File: config.mk
export PLATFORM = sky130hd
export DESIGN_NAME = vga_rx_monitor_flat
export DESIGN_NICKNAME = d
export VERILOG_FILES = /design/src/rtl/vga_rx_monitor_if.sv /design/src/rtl/vga_rx_monitor.sv /design/src/flat_wrapper.sv
export SDC_FILE = /design/constraint.sdc
export NUM_CORES = 1
export LEC_CHECK = 0
export CORE_MARGIN = 4
export CORE_UTILIZATION = 53
export DETAILED_ROUTE_END_ITERATION = 8
export PLACE_DENSITY = 0.88
export SLEW_MARGIN = 20
export SYNTH_ARGS = -nofsm -noshare
export SYNTH_HDL_FRONTEND = slang
export SYNTH_SLANG_ARGS = --single-unit
File: constraint.sdc
create_clock -name clk -period 3.5 [get_ports clk]
set_input_delay 0.875 -clock clk [delete_from_list [all_inputs] [get_ports clk]]
set_output_delay 0.875 -clock clk [all_outputs]
set_load 0.005 [all_outputs]
File: src/rtl/vga_rx_monitor_if.sv
// VGA video bus: active-low syncs plus 1-bit-per-colour pixel, one pixel per clk.
// master drives the bus (video generator), slave observes it (receiver/monitor).
interface vga_rx_monitor_if;
   logic hsync_n;
   logic vsync_n;
   logic red;
   logic green;
   logic blue;

   modport master (
      output hsync_n,
      output vsync_n,
      output red,
      output green,
      output blue
   );

   modport slave (
      input hsync_n,
      input vsync_n,
      input red,
      input green,
      input blue
   );
endinterface

File: src/rtl/vga_rx_monitor.sv
// VGA receive monitor: recovers pixel coordinates from the sync edges, verifies
// the sync timing against the configured mode, presents aligned pixels and
// accumulates a 16-bit signature of every complete visible frame.
module vga_rx_monitor #(
   parameter int unsigned HRES = 640,
   parameter int unsigned HF   = 16,
   parameter int unsigned HS   = 96,
   parameter int unsigned HB   = 48,
   parameter int unsigned VRES = 480,
   parameter int unsigned VF   = 10,
   parameter int unsigned VS   = 2,
   parameter int unsigned VB   = 33
) (
   input  logic                   clk,
   input  logic                   reset,
   vga_rx_monitor_if.slave        vga,
   output logic [9:0]             h,
   output logic [9:0]             v,
   output logic [2:0]             rgb_out,
   output logic                   pix_valid,
   output logic                   locked,
   output logic                   frame_done,
   output logic [15:0]            frame_sig,
   output logic [7:0]             frame_count,
   output logic [7:0]             sync_err_count
);

   localparam int unsigned HFULL = HRES + HF + HS + HB;
   localparam int unsigned VFULL = VRES + VF + VS + VB;

   // 10-bit copies of the timing points so every compare is width-matched
   localparam logic [9:0] HSYNC_START = 10'(HRES + HF);
   localparam logic [9:0] VSYNC_START = 10'(VRES + VF);
   localparam logic [9:0] HLAST       = 10'(HFULL - 1);
   localparam logic [9:0] VLAST       = 10'(VFULL - 1);
   localparam logic [9:0] HVIS        = 10'(HRES);
   localparam logic [9:0] VVIS        = 10'(VRES);
   localparam logic [9:0] HVIS_LAST   = 10'(HRES - 1);
   localparam logic [9:0] VVIS_LAST   = 10'(VRES - 1);

   localparam logic [1:0] StSearch  = 2'd0;
   localparam logic [1:0] StAcquire = 2'd1;
   localparam logic [1:0] StLocked  = 2'd2;

   // Signature step: CRC-16-CCITT style shift with the pixel folded into the low bits
   function automatic logic [15:0] sig_step(input logic [15:0] s, input logic [2:0] p);
      return {s[14:0], 1'b0} ^ (s[15] ? 16'h1021 : 16'h0000) ^ {13'b0, p};
   endfunction

   logic        hs_q;
   logic        vs_q;
   logic        hs_fall;
   logic        vs_fall;
   logic [9:0]  hc;
   logic [9:0]  vc;
   logic [9:0]  hc_eff;
   logic [9:0]  vc_eff;
   logic [9:0]  hc_next;
   logic [9:0]  vc_next;
   logic        at_hsync;
   logic        at_vsync;
   logic        mismatch;
   logic [1:0]  state;
   logic [1:0]  state_next;
   logic        flag;
   logic        flag_next;
   logic [15:0] acc;
   logic [15:0] sig_base;
   logic [15:0] sig_new;
   logic        frame_end;

   // Sync edge detection and resynchronised pixel counters
   always_comb begin
      hs_fall = ~vga.hsync_n & hs_q;
      vs_fall = ~vga.vsync_n & vs_q;
      // vsync resync takes priority when both edges land together
      if (vs_fall) begin
         hc_eff = 10'd0;
      end else if (hs_fall) begin
         hc_eff = HSYNC_START;
      end else begin
         hc_eff = hc;
      end
      vc_eff  = vs_fall ? VSYNC_START : vc;
      hc_next = (hc_eff == HLAST) ? 10'd0 : hc_eff + 10'd1;
      vc_next = vc_eff;
      if (hc_eff == HLAST) begin
         vc_next = (vc_eff == VLAST) ? 10'd0 : vc_eff + 10'd1;
      end
   end

   // Timing mismatch on the pre-resync counters, and lock FSM next state
   always_comb begin
      at_hsync   = (hc == HSYNC_START);
      at_vsync   = (vc == VSYNC_START) && (hc == 10'd0);
      mismatch   = (hs_fall != at_hsync) || (vs_fall != at_vsync);
      state_next = state;
      flag_next  = flag;
      case (state)
         StSearch: begin
            if (vs_fall) begin
               state_next = StAcquire;
               flag_next  = 1'b0;
            end
         end
         StAcquire: begin
            if (vs_fall) begin
               // A mismatch on the closing edge itself also spoils the frame
               if (!flag && !mismatch) begin
                  state_next = StLocked;
               end
               flag_next = 1'b0;
            end else if (mismatch) begin
               flag_next = 1'b1;
            end
         end
         StLocked: begin
            if (mismatch) begin
               state_next = StSearch;
            end
         end
         default: begin
            state_next = StSearch;
            flag_next  = 1'b0;
         end
      endcase
   end

   // Sync history, counters, lock state and error counter
   always_ff @(posedge clk) begin
      if (reset) begin
         hs_q           <= 1'b1;
         vs_q           <= 1'b1;
         hc             <= 10'd0;
         vc             <= 10'd0;
         state          <= StSearch;
         flag           <= 1'b0;
         sync_err_count <= 8'd0;
      end else begin
         hs_q  <= vga.hsync_n;
         vs_q  <= vga.vsync_n;
         hc    <= hc_next;
         vc    <= vc_next;
         state <= state_next;
         flag  <= flag_next;
         if ((state == StLocked) && (state_next == StSearch) && (sync_err_count != 8'hFF)) begin
            sync_err_count <= sync_err_count + 8'd1;
         end
      end
   end

   // Output stage: pixel with its coordinates, one cycle behind the raw inputs
   always_ff @(posedge clk) begin
      if (reset) begin
         h         <= 10'd0;
         v         <= 10'd0;
         rgb_out   <= 3'd0;
         locked    <= 1'b0;
         pix_valid <= 1'b0;
      end else begin
         h         <= hc_eff;
         v         <= vc_eff;
         rgb_out   <= {vga.red, vga.green, vga.blue};
         // Built from state_next so locked/pix_valid line up with state itself
         locked    <= (state_next == StLocked);
         pix_valid <= (state_next == StLocked) && (hc_eff < HVIS) && (vc_eff < VVIS);
      end
   end

   // Signature step for the pixel currently on the output stage
   always_comb begin
      sig_base  = ((h == 10'd0) && (v == 10'd0)) ? 16'hFFFF : acc;
      sig_new   = sig_step(sig_base, rgb_out);
      frame_end = pix_valid && (h == HVIS_LAST) && (v == VVIS_LAST);
   end

   // Signature accumulator and per-frame result
   always_ff @(posedge clk) begin
      if (reset) begin
         acc         <= 16'd0;
         frame_sig   <= 16'd0;
         frame_done  <= 1'b0;
         frame_count <= 8'd0;
      end else begin
         frame_done <= 1'b0;
         if (pix_valid) begin
            acc <= sig_new;
         end
         if (frame_end) begin
            frame_sig   <= sig_new;
            frame_done  <= 1'b1;
            frame_count <= frame_count + 8'd1;
         end
      end
   end

   // Valid pixels only exist while locked
   assert property (@(posedge clk) disable iff (reset) pix_valid |-> locked);

endmodule

File: src/flat_wrapper.sv
// flat-port wrapper written by rule: the top's interface ports become plain ports
module vga_rx_monitor_flat 
#(
   parameter int unsigned HRES = 640,
   parameter int unsigned HF   = 16,
   parameter int unsigned HS   = 96,
   parameter int unsigned HB   = 48,
   parameter int unsigned VRES = 480,
   parameter int unsigned VF   = 10,
   parameter int unsigned VS   = 2,
   parameter int unsigned VB   = 33
)
  (clk, reset, h, v, rgb_out, pix_valid, locked, frame_done, frame_sig, frame_count, sync_err_count, vga_hsync_n, vga_vsync_n, vga_red, vga_green, vga_blue);
  vga_rx_monitor_if vga_i ();
  input  logic clk;
  input  logic reset;
  output logic [9:0] h;
  output logic [9:0] v;
  output logic [2:0] rgb_out;
  output logic pix_valid;
  output logic locked;
  output logic frame_done;
  output logic [15:0] frame_sig;
  output logic [7:0] frame_count;
  output logic [7:0] sync_err_count;
  input wire logic [$bits(vga_i.hsync_n)-1:0] vga_hsync_n;
  input wire logic [$bits(vga_i.vsync_n)-1:0] vga_vsync_n;
  input wire logic [$bits(vga_i.red)-1:0] vga_red;
  input wire logic [$bits(vga_i.green)-1:0] vga_green;
  input wire logic [$bits(vga_i.blue)-1:0] vga_blue;
  assign vga_i.hsync_n = vga_hsync_n;
  assign vga_i.vsync_n = vga_vsync_n;
  assign vga_i.red = vga_red;
  assign vga_i.green = vga_green;
  assign vga_i.blue = vga_blue;
  vga_rx_monitor #(.HRES(HRES), .HF(HF), .HS(HS), .HB(HB), .VRES(VRES), .VF(VF), .VS(VS), .VB(VB)) u_core (.clk(clk), .reset(reset), .vga(vga_i), .h(h), .v(v), .rgb_out(rgb_out), .pix_valid(pix_valid), .locked(locked), .frame_done(frame_done), .frame_sig(frame_sig), .frame_count(frame_count), .sync_err_count(sync_err_count));
endmodule
==> flow_summary.rst, run 1 <==
Synthesis and place-and-route
=============================

.. list-table::
   :header-rows: 1

   * - Metric
     - Value
   * - Run status
     - finished clean
   * - Group with the largest share of power
     - sequential cells
   * - Combined buffer and inverter count along the critical path
     - 2
   * - Worst-Skew Late Latency
     - between 300 and 400 ps
   * - Clock buffers created by TritonCTS
     - 9
   * - First-pass iteration count of the detailed router
     - 5
   * - FF-to-FF Start
     - u_core.vs_q
   * - Power consumed by combinational cells
     - 0.165 mW
   * - Global-route wire length before repair
     - 15.7 mm
   * - Count of distinct cell types in the synthesized netlist
     - 46
   * - Met2 capacity usage during global routing
     - 0.361
   * - Simple logic cell fraction of the synthesized area
     - 0.285
   * - Slack of the worst reg-to-reg path
     - 1220 ps
   * - Top Layer Used
     - met4
   * - Leakage Power
     - 1.74 nW
   * - Nonclk inv count
     - 7
   * - Area share of fa/ha/maj cells after synthesis
     - 0.0153
   * - Cell types with the highest counts after synthesis
     - sky130_fd_sc_hd__dfxtp_1 (99), sky130_fd_sc_hd__nor2_1 (98), sky130_fd_sc_hd__nand2_1 (26)
   * - Clock-pin slew of the registers on the worst-case setup and hold paths
     - ~100 ps
   * - Non-clock buffer area fraction after layout
     - 0.143
   * - Register cell area after layout
     - 0.00198 mm²
   * - Beginning of the worst hold path
     - u_core.sync_err_count[6]
   * - Max-slew violation count
     - 0
   * - Setup Viol. Count Final
     - 0
   * - Top flip-flop cell by instance count after synthesis
     - sky130_fd_sc_hd__dfxtp_1
   * - Total wirelength of the detailed-routed design
     - 9.54 mm
   * - Final non-filler cell area
     - 0.00503 mm²
   * - Number of tap instances
     - 99
   * - Setup tns final
     - 0 ps
   * - Standard-cell rows
     - 31
   * - Cell count after synthesis
     - 461
   * - Met3 track demand over resource in global routing
     - 0.0430
   * - Switching fraction of total power
     - 0.254
   * - Ordered list of cells on the worst path
     - clkdlybuf4s50_1 > nor2b_1 > nor2_1 > and2_1 > ha_1 > nand3_1 > nor2_1 > and4_1 > nor2_1 > nor2_1 > buf_4 > nor3_1
   * - Count of inserted antenna diode cells
     - 0
   * - Synth area leaders
     - sky130_fd_sc_hd__dfxtp_1 (48%), sky130_fd_sc_hd__nor2_1 (9.0%), sky130_fd_sc_hd__a211oi_1 (4.0%)
   * - Gr busiest metal
     - met2
   * - Final #Nets
     - 535
   * - Async S/R FF share, synth
     - 0
   * - Number of cells in the yosys synthesis report
     - about 460
   * - Post-synthesis cell type with the largest combined area
     - sky130_fd_sc_hd__dfxtp_1
   * - Hold Vio Cnt, Final
     - 0
   * - Routed wire length per instance
     - 15.2 µm
   * - Total design power
     - between 2 and 2.5 mW
   * - Clock network area share
     - 0.0398
   * - # clock sinks
     - 99
   * - Pwr/cell area
     - 417 mW/mm²
   * - Total length of routed met2 wires
     - approximately 4.8 mm
   * - Worst-case setup margin in the final layout
     - 619 ps
   * - Non-clock buffer instance count of the final layout
     - approximately 75
   * - DRT iter0 DRCs
     - slightly below 200
   * - Endpoint of the worst hold path
     - u_core.sync_err_count[6]
   * - Routability Congestion
     - about 0.87
   * - Arrival time reported for the critical path endpoint
     - between 3000 and 4000 ps
   * - Die y size
     - about 96 µm
   * - Total die size
     - 0.00918 mm²
   * - Area growth, synth to finish
     - 22.9%
   * - HPWL after DPL
     - between 6 and 7 mm
   * - Slowest cell on the critical path
     - sky130_fd_sc_hd__clkdlybuf4s50_1
   * - CTS H-tree depth
     - 3
   * - Slew headroom
     - 0.351
   * - Routed wire length on met3
     - 522 µm
   * - Critical path's largest stage delay
     - 430 ps
   * - Sequential-cell power consumption
     - 1.18 mW
   * - Worst-case clock skew
     - approximately 9.8 ps
   * - Pre-CTS setup slack
     - ~250 ps
   * - Worst setup path end
     - u_core.vc[4]
   * - Combined global-route utilization of all metal layers
     - 0.217
   * - Post-detailed-route via-to-cell ratio
     - 5.58
   * - Number of warnings issued by yosys
     - 0
   * - Main logic family after synthesis
     - simple AND/OR/NAND/NOR gates
   * - Area fraction in mux cells
     - 0.0349
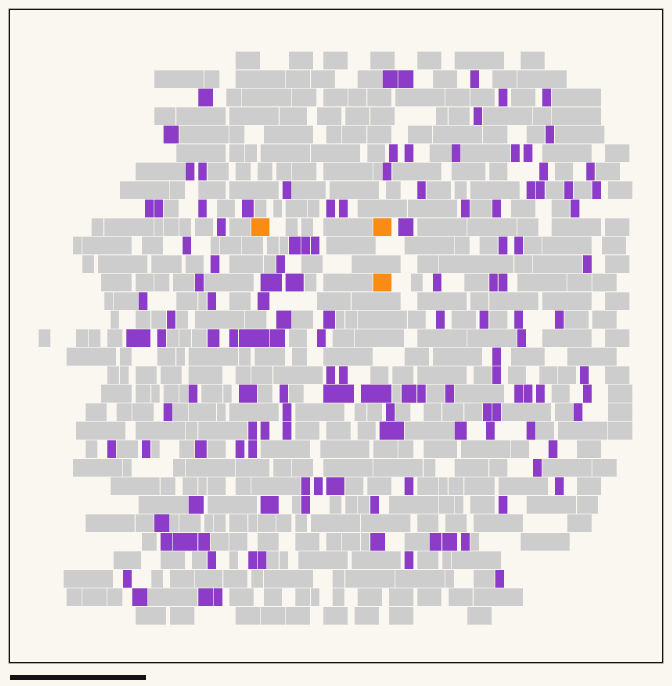
*Selected gate families, run 1*
Bar = 20 µm.
- purple: nor cells (cells 133)
- orange: non-inverting ao/oa cells (cells 3)
non-filler instance count after layout: 627
combinational share of cell area: 0.393

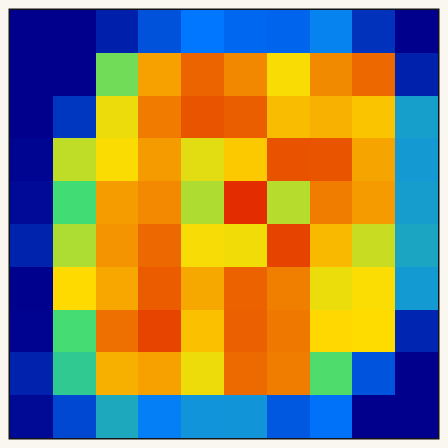
*Cell area per tile, run 1*
10 x 10 tiles, from dark blue (low) to red (high), 0 to 100% covered.
- densest ninth of the die: center
- mean over tiles: 53%
- emptiest ninth of the die: north-west
- nearly empty tiles: 12%
- tiles over 75% full: 41%
- fullest tile: 95%
Core ar.: 0.00737 mm²
share of the core filled by cells before placement: 0.555
Post-Route Utilization: 0.682

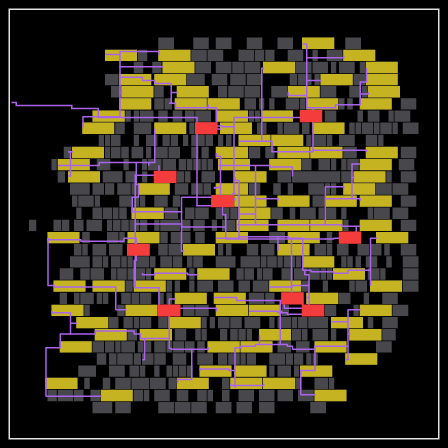
*Clock wires, drivers and flops, run 1*
- red: clock-net drivers (count 9)
- yellow: flip-flops (count 99)
- purple: clock wires (length 1070 µm)
- flops lie: widely spread
power in the clock group: 0.750 mW
fraction of power consumed by the clock network: 0.358

### Routed metal, one color a layer, run 1

Bar = 20 µm.
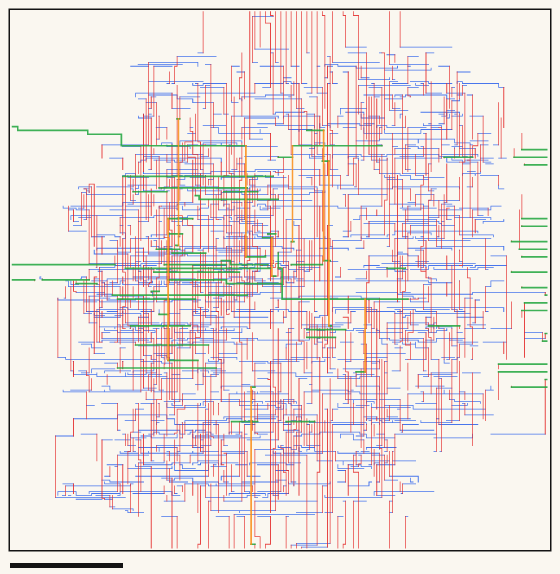

==> run 2: changes to the inputs <==
Settings changed: CORE_UTILIZATION 53 to 48, PLACE_DENSITY 0.88 to 0.85.
Clock period 3.5 ns to 2.65 ns, I/O delays scaled along.
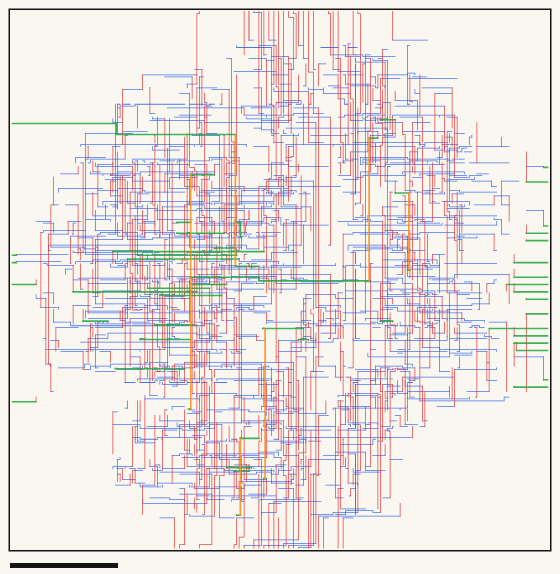
*Routed metal, one color a layer, run 2*
Bar = 20 µm.
- green: M3 (wire length 382 µm)
- orange: M4 (wire length 151 µm)
- red: M2 (wire length 4840 µm)
- blue: M1 (wire length 4130 µm)
combined global-route utilization of all metal layers: 0.196
total wirelength of the detailed-routed design: 9.51 mm
total vias in the final route: 3480
routed wire length per instance: 14.8 µm

==> run 2 against run 1 <==
Hold slack got worse by 4.9 ps. Clock skew increased by 1.4 ps. Non-clock buffer count increased by 11. Sequential power increased by 32%. Largest cell class unchanged. Critical path depth decreased by 2. Total power increased by 30%. Clock power increased by 25%. Count of clock-buffer cells in the layout unchanged. Worst setup slack got worse by 460 ps. Largest power group unchanged. Synthesized cell count unchanged.
==> flow_summary.rst, run 2 <==
Synthesis and place-and-route
=============================

.. list-table::
   :header-rows: 1

   * - Metric
     - Value
   * - Pwr/cell area
     - around 530 mW/mm²
   * - Area growth, synth to finish
     - 25.6%
   * - Post-Route Utilization
     - 0.622
   * - HPWL after DPL
     - 6.97 mm
   * - Total length of routed met2 wires
     - 4.84 mm
   * - Endpoint of the worst hold path
     - u_core.flag
   * - Core ar.
     - 0.00826 mm²
   * - Group with the largest share of power
     - sequential cells
   * - Non-filler instance count after layout
     - approximately 640
   * - Worst-case clock skew
     - around 11 ps
   * - Non-clock buffer instance count of the final layout
     - 86
   * - Most common cell on crit path
     - sky130_fd_sc_hd__buf_4
   * - Final non-filler cell area
     - between 0.005 and 0.006 mm²
   * - Post-synthesis cell type with the largest combined area
     - sky130_fd_sc_hd__dfxtp_1
   * - Slack of the worst reg-to-reg path
     - 310 ps
   * - Worst-Skew Late Latency
     - roughly 370 ps
   * - Worst-case setup margin in the final layout
     - approximately 160 ps
   * - Die y size
     - 100 µm
   * - Arrival time reported for the critical path endpoint
     - ~2800 ps
   * - Switching fraction of total power
     - 0.267
   * - Pre-CTS setup slack
     - -220 ps
   * - Clock-pin slew of the registers on the worst-case setup and hold paths
     - about 100 ps
   * - Routed wire length on met3
     - 382 µm
   * - FF-to-FF Start
     - u_core.hc[3]
   * - Register cell area after layout
     - between 0.0015 and 0.002 mm²
   * - Gr busiest metal
     - met2
   * - Nonclk inv count
     - 7
   * - Slowest cell on the critical path
     - sky130_fd_sc_hd__or4_1
   * - Count of distinct cell types in the synthesized netlist
     - 46
   * - Met3 track demand over resource in global routing
     - 0.0278
   * - Max-slew violation count
     - 0
   * - TritonCTS clock tree
     - yes
   * - Beginning of the worst hold path
     - u_core.flag
   * - Main logic family after synthesis
     - simple AND/OR/NAND/NOR gates
   * - Synth area leaders
     - sky130_fd_sc_hd__dfxtp_1 (48%), sky130_fd_sc_hd__nor2_1 (9.0%), sky130_fd_sc_hd__a211oi_1 (4.0%)
   * - Sequential-cell power consumption
     - 1.56 mW
   * - Run status
     - finished clean
   * - Final #Nets
     - 546
   * - Setup tns final
     - 0 ps
   * - # clock sinks
     - 99
   * - Slew headroom
     - 0.517
   * - Worst setup path end
     - u_core.sync_err_count[7]
   * - Clock buffers created by TritonCTS
     - 9
   * - Met2 capacity usage during global routing
     - 0.334
   * - Count of inserted antenna diode cells
     - 0
   * - Number of cells in the yosys synthesis report
     - 461
   * - Setup Viol. Count Final
     - 0
   * - Global-route wire length before repair
     - ~16 mm
   * - Combinational share of cell area
     - 0.385
   * - Clock network area share
     - 0.0375
   * - Area share of fa/ha/maj cells after synthesis
     - 0.0153
   * - Seq pwr share
     - 0.573
   * - Combined buffer and inverter count along the critical path
     - 4
   * - Number of tap instances
     - 105
   * - DRT iter0 DRCs
     - 213
   * - First-pass iteration count of the detailed router
     - 4
   * - Net count of the mapped netlist
     - approximately 470
   * - Async S/R FF share, synth
     - 0
   * - Ordered list of cells on the worst path
     - clkdlybuf4s50_1 > nor2b_1 > nor2_2 > buf_4 > o2bb2ai_1 > a211oi_2 > buf_4 > buf_4 > or4_1 > a21oi_1
   * - Simple logic cell fraction of the synthesized area
     - 0.285
   * - Power consumed by combinational cells
     - between 0.2 and 0.25 mW
   * - Total die size
     - 0.0101 mm²
   * - Fraction of power consumed by the clock network
     - 0.343
   * - Cell types with the highest counts after synthesis
     - sky130_fd_sc_hd__dfxtp_1 (99), sky130_fd_sc_hd__nor2_1 (98), sky130_fd_sc_hd__nand2_1 (26)
   * - CTS H-tree depth
     - 3
   * - Total design power
     - 2.73 mW
   * - Leakage Power
     - 1.80 nW
   * - Cell count after synthesis
     - roughly 460
   * - Post-detailed-route via-to-cell ratio
     - ~5.4
### Track usage over the die, run 2

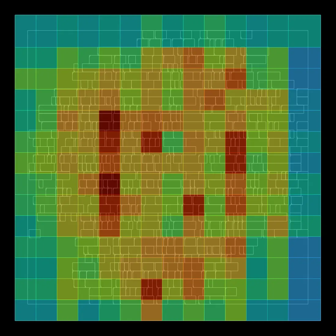

==> run 3: changes to the inputs <==
Settings changed: ABC_AREA set to 1, CORE_UTILIZATION 48 to 49.
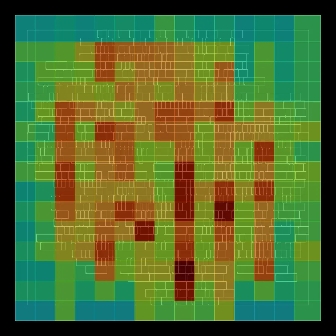
*Track usage over the die, run 3*
met2 capacity usage during global routing: 0.372
met1 track demand over resource: 0.253
combined global-route utilization of all metal layers: 0.210

==> run 3 against run 2 <==
Synthesized cell count rose by 38%. Via count rose by 26%. Combinational power rose by 16%. First-iteration DRC count rose by 54%. Cell count rose by 32%. Hold slack improved by 19 ps. Non-clock buffer count rose by 2. Sequential share of layout area fell by 4.2 points. Core utilization fell by 0.096 points. Die size rose by 11%. Register-to-register slack improved by 400 ps. Critical path depth rose by 5. Largest cell class is now combinational gates. Largest power group unchanged. Highest routed layer unchanged.
==> flow_summary.rst, run 3 <==
Synthesis and place-and-route
=============================

.. list-table::
   :header-rows: 1

   * - Metric
     - Value
   * - Met3 track demand over resource in global routing
     - 0.0521
   * - Total wirelength of the detailed-routed design
     - 11.5 mm
   * - TritonCTS clock tree
     - yes
   * - Clock network area share
     - 0.0369
   * - Beginning of the worst hold path
     - u_core.frame_count[4]
   * - Cell types with the highest counts after synthesis
     - sky130_fd_sc_hd__dfxtp_1 (99), sky130_fd_sc_hd__nor2_1 (95), sky130_fd_sc_hd__nand2_1 (94)
   * - Register cell area after layout
     - between 0.0015 and 0.002 mm²
   * - Total length of routed met2 wires
     - 5.76 mm
   * - Post-detailed-route via-to-cell ratio
     - roughly 5.2
   * - Seq pwr share
     - 0.545
   * - Power in the clock group
     - ~1.0 mW
   * - Worst setup path end
     - u_core.vc[2]
   * - Total die size
     - 0.0112 mm²
   * - Synth Seq Share
     - 0.423
   * - Setup Viol. Count Final
     - 0
   * - Combined buffer and inverter count along the critical path
     - 4
   * - Setup tns final
     - 0 ps
   * - Combinational share of cell area
     - 0.387
   * - Main logic family after synthesis
     - simple AND/OR/NAND/NOR gates
   * - First-pass iteration count of the detailed router
     - 5
   * - Number of logic gates
     - 422
   * - OpenROAD warning count
     - 27
   * - Slew headroom
     - 0.670
   * - Standard-cell rows
     - 35
   * - Group with the largest share of power
     - sequential cells
   * - Endpoint of the worst hold path
     - u_core.frame_count[4]
   * - Switching fraction of total power
     - 0.270
   * - Non-clock buffer instance count of the final layout
     - 88
   * - Worst-case clock skew
     - 13.6 ps
   * - Final non-filler cell area
     - 0.00577 mm²
   * - CTS H-tree depth
     - 3
   * - Die y size
     - 106 µm
   * - Top Layer Used
     - met4
   * - Cell count after synthesis
     - 637
   * - Most common cell on crit path
     - sky130_fd_sc_hd__nand2_2
   * - Non-filler instance count after layout
     - 851
   * - Routed wire length per instance
     - 13.5 µm
   * - Worst hold slack after final layout
     - 504 ps
   * - Worst-case setup margin in the final layout
     - 339 ps
   * - DIE WIDTH
     - about 110 µm
   * - Run status
     - finished clean
   * - Top flip-flop cell by instance count after synthesis
     - sky130_fd_sc_hd__dfxtp_1
   * - Synth area leaders
     - sky130_fd_sc_hd__dfxtp_1 (42%), sky130_fd_sc_hd__nor2_1 (7.6%), sky130_fd_sc_hd__nand2_1 (7.5%)
   * - Critical path's largest stage delay
     - 540 ps
   * - Launching instance or port of the critical path
     - vga_hsync_n
   * - DRT iter0 DRCs
     - 328
   * - Max-slew violation count
     - 0
   * - Routability Congestion
     - roughly 0.9
   * - Area fraction in mux cells
     - 0
   * - Global-route wire length before repair
     - between 15 and 20 mm
   * - Clock buffers created by TritonCTS
     - 9
   * - Leakage Power
     - 2.50 nW
   * - Post-Route Utilization
     - 0.621
   * - Number of cells in the yosys synthesis report
     - 637
   * - Routed wire length on met3
     - ~660 µm
   * - Clock-pin slew of the registers on the worst-case setup and hold paths
     - 110 ps
   * - Hold Vio Cnt, Final
     - 0
   * - Final #Nets
     - around 730
   * - Power consumed by combinational cells
     - 0.267 mW
   * - Post-synthesis cell type with the largest combined area
     - sky130_fd_sc_hd__dfxtp_1
   * - HPWL after DPL
     - between 8 and 9 mm
   * - Post-route antenna net violation count
     - 0
   * - Count of inserted antenna diode cells
     - 0
   * - Sequential-cell power consumption
     - 1.56 mW
   * - Slowest cell on the critical path
     - sky130_fd_sc_hd__clkdlybuf4s50_1
   * - Gr busiest metal
     - met2
   * - Number of warnings issued by yosys
     - 0
   * - Total design power
     - between 2 and 3 mW
   * - Nonclk inv count
     - about 97
   * - Share of the core filled by cells before placement
     - 0.505
   * - Pre-CTS setup slack
     - -48.5 ps
   * - Arrival time reported for the critical path endpoint
     - about 2600 ps
   * - Number of tap instances
     - 129
   * - Non-clock buffer area fraction after layout
     - 0.141
   * - Net count of the mapped netlist
     - 649
   * - Core ar.
     - around 0.0093 mm²
   * - Worst-Skew Late Latency
     - 370 ps
   * - Slack of the worst reg-to-reg path
     - 710 ps
   * - Pwr/cell area
     - between 400 and 500 mW/mm²
Power figures rest on the tool's default switching activity, not on a simulated workload.
